### The metal 1 layer

Scale bar: 100 µm. Supply wires on this layer in gray.
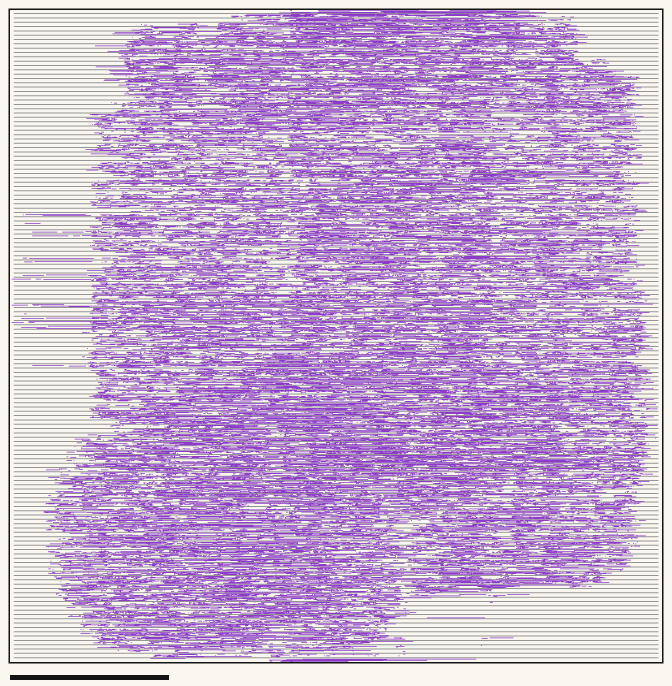
### Met2 routing

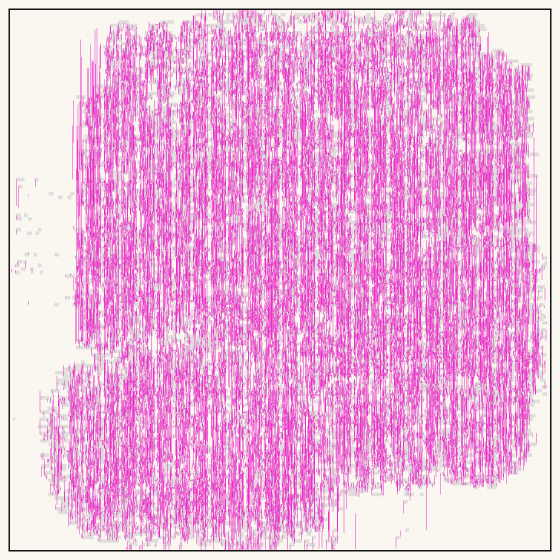
**src/rtl/regfile_pkg.sv**
```systemverilog
// regfile_pkg: shared widths and typedefs for the multi-port register file
package regfile_pkg;
    localparam int XLEN  = 32;
    localparam int NREG  = 32;
    localparam int REG_W = $clog2(NREG);
    localparam int TAG_W = 5;
    typedef logic [REG_W-1:0] reg_id_t;
    typedef logic [TAG_W-1:0] tag_t;
    typedef logic [XLEN-1:0]  word_t;
endpackage

```
**src/rtl/regfile_mp_if.sv**
```systemverilog
// regfile_mp_if: rename, read, commit and checkpoint bus of regfile_mp
interface regfile_mp_if import regfile_pkg::*; #(parameter int NR = 2, parameter int NW = 2);
    logic          en, flush, rn_valid, ckpt_save, ckpt_restore, ckpt_valid;
    logic [NW-1:0] cm_valid;
    reg_id_t       cm_id [NW];
    tag_t          cm_tag [NW];
    word_t         cm_val [NW];
    reg_id_t       rn_rd;
    tag_t          rn_tag;
    reg_id_t       rd_id [NR];
    logic [NR-1:0] rd_busy;
    tag_t          rd_tag [NR];
    word_t         rd_val [NR];
    modport master (output en, flush, cm_valid, cm_id, cm_tag, cm_val, rn_valid, rn_rd, rn_tag,
                    rd_id, ckpt_save, ckpt_restore, input rd_busy, rd_tag, rd_val, ckpt_valid);
    modport slave (input en, flush, cm_valid, cm_id, cm_tag, cm_val, rn_valid, rn_rd, rn_tag,
                   rd_id, ckpt_save, ckpt_restore, output rd_busy, rd_tag, rd_val, ckpt_valid);
endinterface

```
**src/rtl/regfile_busy_table.sv**
```systemverilog
// regfile_busy_table: per-register busy bit and producer tag with tag-matched commit clearing
module regfile_busy_table import regfile_pkg::*; #(parameter int NW = 2) (
    input  logic            clk,
    input  logic            rst,
    input  logic            en,
    input  logic            clear,
    input  logic            load,
    input  logic            rn_valid,
    input  reg_id_t         rn_rd,
    input  tag_t            rn_tag,
    input  logic [NW-1:0]   cm_valid,
    input  reg_id_t         cm_id [NW],
    input  tag_t            cm_tag [NW],
    input  logic [NREG-1:0] ld_busy,
    input  tag_t            ld_tag [NREG],
    output tag_t            tag [NREG],
    output logic [NREG-1:0] cbusy
);
    logic [NREG-1:0] busy;
    // later (younger) ports override earlier ones, so only the youngest tag test counts
    always_comb begin
        cbusy = busy;
        for (int r = 0; r < NREG; r++)
            for (int k = 0; k < NW; k++)
                if (cm_valid[k] && cm_id[k] == REG_W'(r))
                    cbusy[r] = busy[r] && cm_tag[k] != tag[r];
    end
    always_ff @(posedge clk) begin
        if (rst) begin
            busy <= '0;
            tag  <= '{default: '0};
        end else if (en) begin
            if (load) begin
                busy <= ld_busy;
                tag  <= ld_tag;
            end else begin
                busy <= clear ? '0 : cbusy;
                if (!clear && rn_valid && rn_rd != '0) begin
                    busy[rn_rd] <= 1'b1;
                    tag[rn_rd]  <= rn_tag;
                end
            end
        end
    end
endmodule

```
**src/rtl/regfile_mp.sv**
```systemverilog
// regfile_mp: multi-port register file with busy/tag tracking and read bypass
// Optional busy-table checkpointing is enabled by defining REGFILE_CHECKPOINT_EN.
module regfile_mp import regfile_pkg::*; #(parameter int NR = 2, parameter int NW = 2) (
    input logic          clk,
    input logic          rst,
    regfile_mp_if.slave  bus
);
    word_t           val [NREG];
    tag_t            l_tag [NREG];
    tag_t            s_tag [NREG];
    logic [NREG-1:0] l_cbusy, s_cbusy;
    logic [NW-1:0]   cm_en;
    logic            restore, load_live, rn_eff;
    logic [NR-1:0]   match;
    word_t           hval [NR];
    assign cm_en  = bus.cm_valid & {NW{bus.en}};
    assign rn_eff = bus.en && bus.rn_valid && bus.rn_rd != '0 && !bus.flush && !restore;
`ifdef REGFILE_CHECKPOINT_EN
    logic ckpt_v;
    assign restore        = bus.ckpt_restore;
    assign load_live      = bus.ckpt_restore && ckpt_v;
    assign bus.ckpt_valid = ckpt_v;
    always_ff @(posedge clk)
        if (rst) ckpt_v <= 1'b0;
        else if (bus.en) ckpt_v <= bus.ckpt_restore ? 1'b0 : bus.ckpt_save ? 1'b1 : ckpt_v;
    // snapshot captures the live table after commits, before rename, then follows commits itself
    regfile_busy_table #(.NW(NW)) u_snap (
        .clk, .rst, .en(bus.en), .clear(1'b0), .load(bus.ckpt_save),
        .rn_valid(1'b0), .rn_rd('0), .rn_tag('0),
        .cm_valid(cm_en), .cm_id(bus.cm_id), .cm_tag(bus.cm_tag),
        .ld_busy(l_cbusy), .ld_tag(l_tag), .tag(s_tag), .cbusy(s_cbusy)
    );
`else
    assign restore        = 1'b0;
    assign load_live      = 1'b0;
    assign bus.ckpt_valid = 1'b0;
    assign s_cbusy        = '0;
    assign s_tag          = '{default: '0};
`endif
    regfile_busy_table #(.NW(NW)) u_live (
        .clk, .rst, .en(bus.en), .clear(bus.flush || restore), .load(load_live),
        .rn_valid(bus.rn_valid), .rn_rd(bus.rn_rd), .rn_tag(bus.rn_tag),
        .cm_valid(cm_en), .cm_id(bus.cm_id), .cm_tag(bus.cm_tag),
        .ld_busy(s_cbusy), .ld_tag(s_tag), .tag(l_tag), .cbusy(l_cbusy)
    );
    always_ff @(posedge clk) begin
        if (rst) val <= '{default: '0};
        else if (bus.en)
            for (int k = 0; k < NW; k++)
                if (bus.cm_valid[k] && bus.cm_id[k] != '0) val[bus.cm_id[k]] <= bus.cm_val[k];
    end
    always_comb begin
        for (int p = 0; p < NR; p++) begin
            match[p] = 1'b0;
            hval[p]  = '0;
            for (int k = 0; k < NW; k++)
                if (cm_en[k] && bus.cm_id[k] != '0 && bus.cm_id[k] == bus.rd_id[p]) begin
                    match[p] = bus.cm_tag[k] == l_tag[bus.rd_id[p]];
                    hval[p]  = bus.cm_val[k];
                end
            bus.rd_busy[p] = (rn_eff && bus.rn_rd == bus.rd_id[p]) || l_cbusy[bus.rd_id[p]];
            bus.rd_tag[p]  = (rn_eff && bus.rn_rd == bus.rd_id[p]) ? bus.rn_tag : l_tag[bus.rd_id[p]];
            bus.rd_val[p]  = match[p] ? hval[p] : val[bus.rd_id[p]];
        end
    end
endmodule

```
**src/flat_wrapper.sv**
```systemverilog
// flat-port wrapper written by rule: the top's interface ports become plain ports
module regfile_mp_flat import regfile_pkg::*;
#(parameter int NR = 2, parameter int NW = 2)
  (clk, rst, bus_en, bus_flush, bus_cm_valid, bus_cm_id, bus_cm_tag, bus_cm_val, bus_rn_valid, bus_rn_rd, bus_rn_tag, bus_rd_id, bus_ckpt_save, bus_ckpt_restore, bus_rd_busy, bus_rd_tag, bus_rd_val, bus_ckpt_valid);
  regfile_mp_if #(.NR(NR), .NW(NW)) bus_i ();
  input logic clk;
  input logic rst;
  input wire logic [$bits(bus_i.en)-1:0] bus_en;
  input wire logic [$bits(bus_i.flush)-1:0] bus_flush;
  input wire logic [$bits(bus_i.cm_valid)-1:0] bus_cm_valid;
  input wire logic [$bits(bus_i.cm_id)-1:0] bus_cm_id;
  input wire logic [$bits(bus_i.cm_tag)-1:0] bus_cm_tag;
  input wire logic [$bits(bus_i.cm_val)-1:0] bus_cm_val;
  input wire logic [$bits(bus_i.rn_valid)-1:0] bus_rn_valid;
  input wire logic [$bits(bus_i.rn_rd)-1:0] bus_rn_rd;
  input wire logic [$bits(bus_i.rn_tag)-1:0] bus_rn_tag;
  input wire logic [$bits(bus_i.rd_id)-1:0] bus_rd_id;
  input wire logic [$bits(bus_i.ckpt_save)-1:0] bus_ckpt_save;
  input wire logic [$bits(bus_i.ckpt_restore)-1:0] bus_ckpt_restore;
  output wire logic [$bits(bus_i.rd_busy)-1:0] bus_rd_busy;
  output wire logic [$bits(bus_i.rd_tag)-1:0] bus_rd_tag;
  output wire logic [$bits(bus_i.rd_val)-1:0] bus_rd_val;
  output wire logic [$bits(bus_i.ckpt_valid)-1:0] bus_ckpt_valid;
  assign bus_i.en = bus_en;
  assign bus_i.flush = bus_flush;
  assign bus_i.cm_valid = bus_cm_valid;
  assign bus_i.cm_id = {>>{bus_cm_id}};
  assign bus_i.cm_tag = {>>{bus_cm_tag}};
  assign bus_i.cm_val = {>>{bus_cm_val}};
  assign bus_i.rn_valid = bus_rn_valid;
  assign bus_i.rn_rd = bus_rn_rd;
  assign bus_i.rn_tag = bus_rn_tag;
  assign bus_i.rd_id = {>>{bus_rd_id}};
  assign bus_i.ckpt_save = bus_ckpt_save;
  assign bus_i.ckpt_restore = bus_ckpt_restore;
  assign bus_rd_busy = bus_i.rd_busy;
  assign bus_rd_tag = {>>{bus_i.rd_tag}};
  assign bus_rd_val = {>>{bus_i.rd_val}};
  assign bus_ckpt_valid = bus_i.ckpt_valid;
  regfile_mp #(.NR(NR), .NW(NW)) u_core (.clk(clk), .rst(rst), .bus(bus_i));
endmodule
```
**config.mk**
```make
export PLATFORM = sky130hd
export DESIGN_NAME = regfile_mp_flat
export DESIGN_NICKNAME = d
export VERILOG_FILES = /design/src/rtl/regfile_pkg.sv /design/src/rtl/regfile_mp_if.sv /design/src/rtl/regfile_busy_table.sv /design/src/rtl/regfile_mp.sv /design/src/flat_wrapper.sv
export SDC_FILE = /design/constraint.sdc
export NUM_CORES = 2
export LEC_CHECK = 0
export CORE_MARGIN = 2
export CORE_UTILIZATION = 45
export DETAILED_ROUTE_END_ITERATION = 7
export SLEW_MARGIN = 20
export SYNTH_ARGS = -nofsm -noshare
export SYNTH_HDL_FRONTEND = slang
export SYNTH_SLANG_ARGS = --single-unit
```
**constraint.sdc**
```tcl
create_clock -name clk -period 12.3 [get_ports clk]
set_clock_uncertainty 0.15 [all_clocks]
set_input_delay 3.075 -clock clk [delete_from_list [all_inputs] [get_ports clk]]
set_output_delay 3.075 -clock clk [all_outputs]
set_load 0.02 [all_outputs]
```
==> deck_impl_summary.md <==
Run Summary

Clock tree
  – Longest Clk Path Bufs: 3
  – Num CTS Buffers: 141
  – Reg clk slew, reported paths: 70 ps
  – Root buffer cell: clkbuf_16
  – Post-CTS resize count: 0
  – Postcts setup bufs: 0
  – CTS tree: done
  – Worst-Skew Late Latency: 830 ps
  – TritonCTS Sinks: 1216
  – CTS Hold Bufs: 0

Worst setup path
  – WP depth: 11
  – Critical Path RT: 9070 ps
  – Largest fanout on the critical path: 16
  – Critical Path End Type: output port
  – Critical Path Start Type: input port
  – Crit path top cell by count: clkdlybuf4s50_1
  – Worst Setup SP: bus_rd_id[4]
  – R2R cell count: 7
  – Critical-path cell list: clkdlybuf4s50_1, mux4_2, mux2_2, o2bb2ai_1, nor3_1, xnor2_1, nor4_1, a31oi_4, buf_4, mux2i_1, clkdlybuf4s50_1
  – Reg2reg start: u_core.u_live.tag[28]
  – R2r endpoint: u_core.u_live.busy[26]
  – CP bufs+invs: 3
  – Largest stage delay, worst path: 980 ps
  – Top Family by Delay on Critical Path: buffers and inverters
  – WP data arrival: 8670 ps
  – Flop-to-flop setup slack: 10150 ps
  – Slowest stage cell, crit path: a31oi_4
  – Critical path class: in -> out

Final layout
  – Layout cell share with drive strength beyond 1: 18.0%
  – Registers: 1216
  – Reg area: 0.0243 mm²
  – Multi-input logic area: 0.0462 mm²
  – Clock buf/inv share: 5.89%
  – Most numerous logic cells after layout: nor2_1 (1309), dfxtp_1 (1216), o22ai_1 (937)
  – Final-layout clock buffer total: 201
  – Layout Cells excl Fill: 9719
  – Largest cell class: combinational gates
  – Inverters: 14
  – Top cell excl fill/tap: nor2_1
  – Plain + repair buffers: 449
  – MI comb cells: 5581
  – FILL cells: 15100
  – Inserted Diodes: 10
  – Comb/total area: 56.3%
  – Biggest regs: u_core.val: 1024 flops, u_core.u_live.tag: 160 flops, u_core.u_live.busy: 32 flops
  – Design area: 0.0822 mm²
  – Nets: 7516
  – Seq area share: 29.6%
  – Signal buffers share of area: 4.81%
  – Fin util: 50.0%
  – Biggest register: u_core.val

Final timing
  – RSZ-0062 raised after global routing: false
  – Hold Fails Final Rpt: 0
  – Max-slew violations: 0
  – Final setup margin: 410 ps
  – Final setup fails: 0
  – Maximum clock rate: 84.1 MHz
  – Final min period: 11890 ps
  – Fin crit share: 96.7%
  – Worst Max-Slew Pin Slew: 1360 ps
  – Setup TNS: 0 ps

Synth
  – Mean Syn Cell Area: 9.40 µm²
  – Cell area leaders: dfxtp_1 (33%), mux4_2 (21%), a211oi_1 (9.3%)
  – Synthesized instance count: 7899
  – Register share after synthesis: 32.8%
  – Dominant comb cell: multiplexers
  – Post-synth ARST share: 0%
  – Number of cells in Yosys stat: 7899
  – Fa+ha+maj area frac: 0%
  – Number of synthesized flops with an enable pin: 0
  – Top FF cell, synth: dfxtp_1
  – Synthesized cell area: 0.0743 mm²
  – Post-synthesis simple-gate area fraction: 11.3%
  – Mux cell area share: 25.1%
  – Cell Type Count: 74
  – Aoi share: 20.8%
  – Top-area cell share: 32.8%
  – Top-count cell post-synth: nor2_1
  – Yosys stat chip area: 0.0743 mm²
  – Synth flops: 1216

Pwr
  – PD cells: 118 mW/mm²
  – Power Combinational: 1.18 mW
  – Switching power share of the total: 28.8%
  – Leakage: 26.2 nW
  – Max VDD drop: 140 µV
  – P_seq: 4.02 mW
  – Clock power frac: 46.3%
  – Pwr Total: 9.68 mW
  – Clk pwr: 4.48 mW
  – Internal power: 6.89 mW
  – Reg power frac: 41.5%
  – Switching pwr: 2.79 mW
  – Comb pwr share: 12.1%

Global route
  – Total track usage: 41.0%
  – Initial antenna violation count: 10
  – M1 GR Usage: 50.9%
  – Largest net degree at the start of global routing: 226
  – Global route hottest layer: met2
  – Vias in the first global route: 69000
  – First-pass GRT wire length: 501000 µm
  – Met2 usage: 57.6%
  – M3 GR Usage: 16.9%

Detailed routing
  – Max Used Layer: met5
  – WL met1: 127000 µm
  – Vias per std cell: 7.49
  – Routed Antenna Nets: 0
  – Pre-antenna DRT Iters: 8
  – Total number of vias: 72800
  – Number of DRC markers in iteration 0: 13000
  – Remaining DRCs: 22
  – Routed wire length: 358000 µm
  – Met2 wire len: 148000 µm
  – Drt wl/cell: 36.8 µm

Floorplanning
  – Die x size: 410 µm
  – Die area: 0.168 mm²
  – I/O pins: 190
  – Core area: 0.164 mm²
  – FP Rows: 149

Status
  – Status: finished with violations
  – Failing checks: design-rule violations

Hold path
  – Type of the tightest min-delay check: reg -> reg
  – Worst Hold Endpoint: u_core.u_live.busy[20]

Placement
  – Detailed Place HPWL: 193000 µm
  – DP Worst Slack: 739 ps
  – Port bufs: 186
  – Area post-placement: 0.0773 mm²
  – Routability Congestion: 1.01
  – Placed Cells: 9449

Run
  – Max Cap Viol: 0
Back to the opening pictures, 'The metal 1 layer':
The longest straight run is 124 µm. The layer carries 127 mm of wire. 7185 nets have wire on it. The wires run mostly horizontal.

Back to the opening pictures, 'Met2 routing':
The layer carries 148 mm of wire. The longest straight run is 131 µm. The wires run mostly vertical.

Power figures rest on the tool's default switching activity, not on a simulated workload.
